===== src/rtl/decoder_seq_pkg.sv =====
// Shared definitions for the registered one-hot decoder: mode encoding.
package decoder_seq_pkg;

  typedef enum logic {
    MODE_DIRECT = 1'b0,
    MODE_SCAN   = 1'b1
  } mode_e;

endpackage


===== src/rtl/decoder_seq_onehot_decode.sv =====
// Combinational binary-to-one-hot decode with an in-range flag for widths
// that are not a power of two.
module onehot_decode #(
  parameter int ADDR_W = 10,
  parameter int OUT_W  = 1024
) (
  input  logic [ADDR_W-1:0] addr,
  output logic [OUT_W-1:0]  onehot,
  output logic              in_range
);

  // One extra bit so OUT_W == 2**ADDR_W still compares correctly.
  assign in_range = ({1'b0, addr} < (ADDR_W+1)'(OUT_W));

  always_comb begin
    onehot = '0;
    if (in_range) onehot[addr] = 1'b1;
  end

endmodule


===== src/rtl/decoder_seq.sv =====
// Registered one-hot decoder with valid/ready output handshake, supporting
// direct address decode and a free-running scan that walks one bit across y.
module decoder_seq
  import decoder_seq_pkg::*;
#(
  parameter int ADDR_W = 10,
  parameter int OUT_W  = 1024
) (
  input  logic              clk,
  input  logic              rst_n,
  input  logic              en,
  input  logic              mode,
  input  logic              in_valid,
  output logic              in_ready,
  input  logic [ADDR_W-1:0] in,
  output logic              out_valid,
  input  logic              out_ready,
  output logic [OUT_W-1:0]  y,
  output logic [ADDR_W-1:0] idx,
  output logic              oor_err,
  output logic              scan_wrap
);

  localparam logic [ADDR_W-1:0] LAST_IDX = ADDR_W'(OUT_W - 1);

  logic [OUT_W-1:0]  y_q;
  logic [ADDR_W-1:0] idx_q;
  logic              vld_q;
  logic [ADDR_W-1:0] cnt;
  mode_e             mode_q;
  mode_e             mode_sel;

  logic              slot_free;
  logic              accept;
  logic              scan_entry;
  logic              scan_last;
  logic [ADDR_W-1:0] scan_addr;
  logic [ADDR_W-1:0] dec_addr;
  logic [OUT_W-1:0]  dec_onehot;
  logic              dec_in_range;

  assign mode_sel   = mode_e'(mode);
  assign slot_free  = !vld_q || out_ready;
  assign in_ready   = en && (mode_sel == MODE_DIRECT) && slot_free;
  assign accept     = in_valid && in_ready;

  // Entering scan restarts the walk at index 0 on the very first load.
  assign scan_entry = (mode_sel == MODE_SCAN) && (mode_q == MODE_DIRECT);
  assign scan_addr  = scan_entry ? '0 : cnt;
  assign scan_last  = (scan_addr == LAST_IDX);
  assign dec_addr   = (mode_sel == MODE_SCAN) ? scan_addr : in;

  onehot_decode #(
    .ADDR_W (ADDR_W),
    .OUT_W  (OUT_W)
  ) u_decode (
    .addr     (dec_addr),
    .onehot   (dec_onehot),
    .in_range (dec_in_range)
  );

  always_ff @(posedge clk) begin
    if (!rst_n) begin
      y_q       <= '0;
      idx_q     <= '0;
      vld_q     <= 1'b0;
      cnt       <= '0;
      mode_q    <= MODE_DIRECT;
      oor_err   <= 1'b0;
      scan_wrap <= 1'b0;
    end else begin
      mode_q    <= mode_sel;
      oor_err   <= 1'b0;
      scan_wrap <= 1'b0;
      if (en) begin
        if (mode_sel == MODE_SCAN) begin
          if (slot_free) begin
            y_q       <= dec_onehot;
            idx_q     <= scan_addr;
            vld_q     <= 1'b1;
            cnt       <= scan_last ? '0 : scan_addr + ADDR_W'(1);
            scan_wrap <= scan_last;
          end
        end else if (accept) begin
          if (dec_in_range) begin
            y_q   <= dec_onehot;
            idx_q <= in;
            vld_q <= 1'b1;
          end else begin
            // Out-of-range addresses are dropped; only the pulse reports them.
            oor_err <= 1'b1;
            if (out_ready) vld_q <= 1'b0;
          end
        end else if (out_ready) begin
          vld_q <= 1'b0;
        end
      end
    end
  end

  assign y         = en ? y_q : '0;
  assign out_valid = en & vld_q;
  assign idx       = idx_q;

endmodule


===== config.mk =====
export PLATFORM = sky130hd
export DESIGN_NAME = decoder_seq
export DESIGN_NICKNAME = d
export VERILOG_FILES = /design/src/rtl/decoder_seq_pkg.sv /design/src/rtl/decoder_seq_onehot_decode.sv /design/src/rtl/decoder_seq.sv
export SDC_FILE = /design/constraint.sdc
export NUM_CORES = 2
export LEC_CHECK = 0
export CAP_MARGIN = 20
export CORE_AREA = 3 3 411 413
export CTS_BUF_LIST = sky130_fd_sc_hd__clkbuf_4 sky130_fd_sc_hd__clkbuf_8
export DETAILED_ROUTE_END_ITERATION = 12
export DIE_AREA = 0 0 414 416
export GPL_ROUTABILITY_DRIVEN = 1
export PLACE_DENSITY = 0.58
export SYNTH_ARGS = -nofsm -noshare
export SYNTH_HDL_FRONTEND = slang
export SYNTH_SLANG_ARGS = --single-unit

===== constraint.sdc =====
create_clock -name clk -period 5.3 [get_ports clk]
set_clock_uncertainty 0.05 [all_clocks]
set_input_delay 1.325 -clock clk [delete_from_list [all_inputs] [get_ports clk]]
set_output_delay 1.325 -clock clk [all_outputs]
set_load 0.005 [all_outputs]

==> run notes <==
run metrics: most area-hungry cell class in the final design=sequential cells, flip-flop and latch count=approximately 1000, number of failing hold endpoints at the final stage=0, buffer type at the clock tree root=clkbuf_8, tally of nets with antenna violations remaining after routing=0, end point of the worst hold path=y_q[363], critical path startpoint=out_ready, Sw Ratio=0.249, Mapped Cells=a little under 4000, count of synthesis-stage warnings from yosys=0, outcome=completed, slew at the pin with the worst max-slew slack=approximately 1.1 ns, class of the tightest hold or removal check=reg -> reg, fraction of power consumed by combinational cells=0.041, Placement Cell Area=53900 um^2, post-route minimum period=~4.5 ns, number of remaining DRC errors=0, clock sink count=approximately 1000, final-layout setup total negative slack=0 ns, met3 WL=around 15 mm, part of the total power dissipated in sequential elements=0.464, type of the setup path with the least slack=in -> out, non-clock buffer share of cell area=0.212, Multi-Input Combinational=roughly 2400, vias in the first global route=33755, Die X=approximately 410 um, critical path capture point type=output pin, drt initial violations=around 3100, largest cells by area after synthesis=dfxtp_1 52%, and2_1 16%, a22o_1 16%, o2bb2ai_1 6.2%, buf_2 2.8%, Top Layout Cells=1050 x clkdlybuf4s50_1, 1047 x dfxtp_1, 1037 x and2_1, crit-path cells=clkdlybuf4s50_1 -> nand2b_1 -> nand2_1 -> nor2_1 -> clkdlybuf4s50_1, # Cells Yosys=3851, worst flop-to-flop path startpoint=mode_q, buffer depth of the longest clock path=3, highest net fanout along the worst path=6, number of maximum-capacitance constraint violations=0, Seq share, synth=0.515, Reg2Reg Capture Point=y_q[695], area of the core region=between 150000 and 200000 um^2, uppermost signal routing layer after detailed routing=met5
[logic make-up after synthesis]
| group | share of synthesized area |
|---|---|
| compound gates | 0.233 |
| xor+xnor | 0.000215 |
| fa+ha+maj | 0.000307 |
| buf+inv | 0.0520 |
| flops | 0.515 |
| mux | 0.000246 |
| other cells | 0.0000922 |
| simple gates | 0.199 |
[power groups by stage]
stage / Clock, mW / Sequential, mW / Combinational [mW]
after floorplan: 0 / 8.06 / 0.390
after global placement: 0 / 8.07 / 0.700
after detailed placement: 0 / 8.07 / 0.706
after CTS: 8.61 / 7.89 / 0.706
after global routing: 8.94 / 7.89 / 0.749
final: 8.40 / 7.89 / 0.705
flops_by_reg.png
Other sequential cells in the stronger gray, the rest of the logic in the fainter gray.
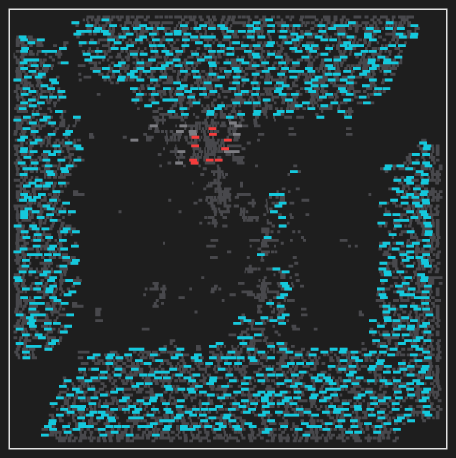
`y_q`: in cyan, sequential cells 1024, where spread over the die. `cnt`: in red, sequential cells 10.

io_fan.png
Bar = 100 um.
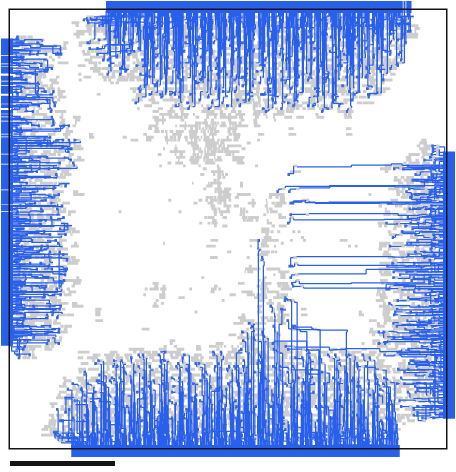
`y`: in blue, bits 1024, direction output, end cells 1024, buffers 1024, wire 47.8 mm.

congestion.png
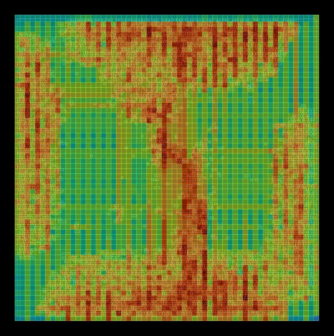
GR Util met2: 0.363
Routed WL per cell: 27.8 um
Total Routing Usage GR: 0.220
end-of-flow core utilization: 0.352
GR peak layer: met2

Power is estimated from default activity; no workload was simulated.
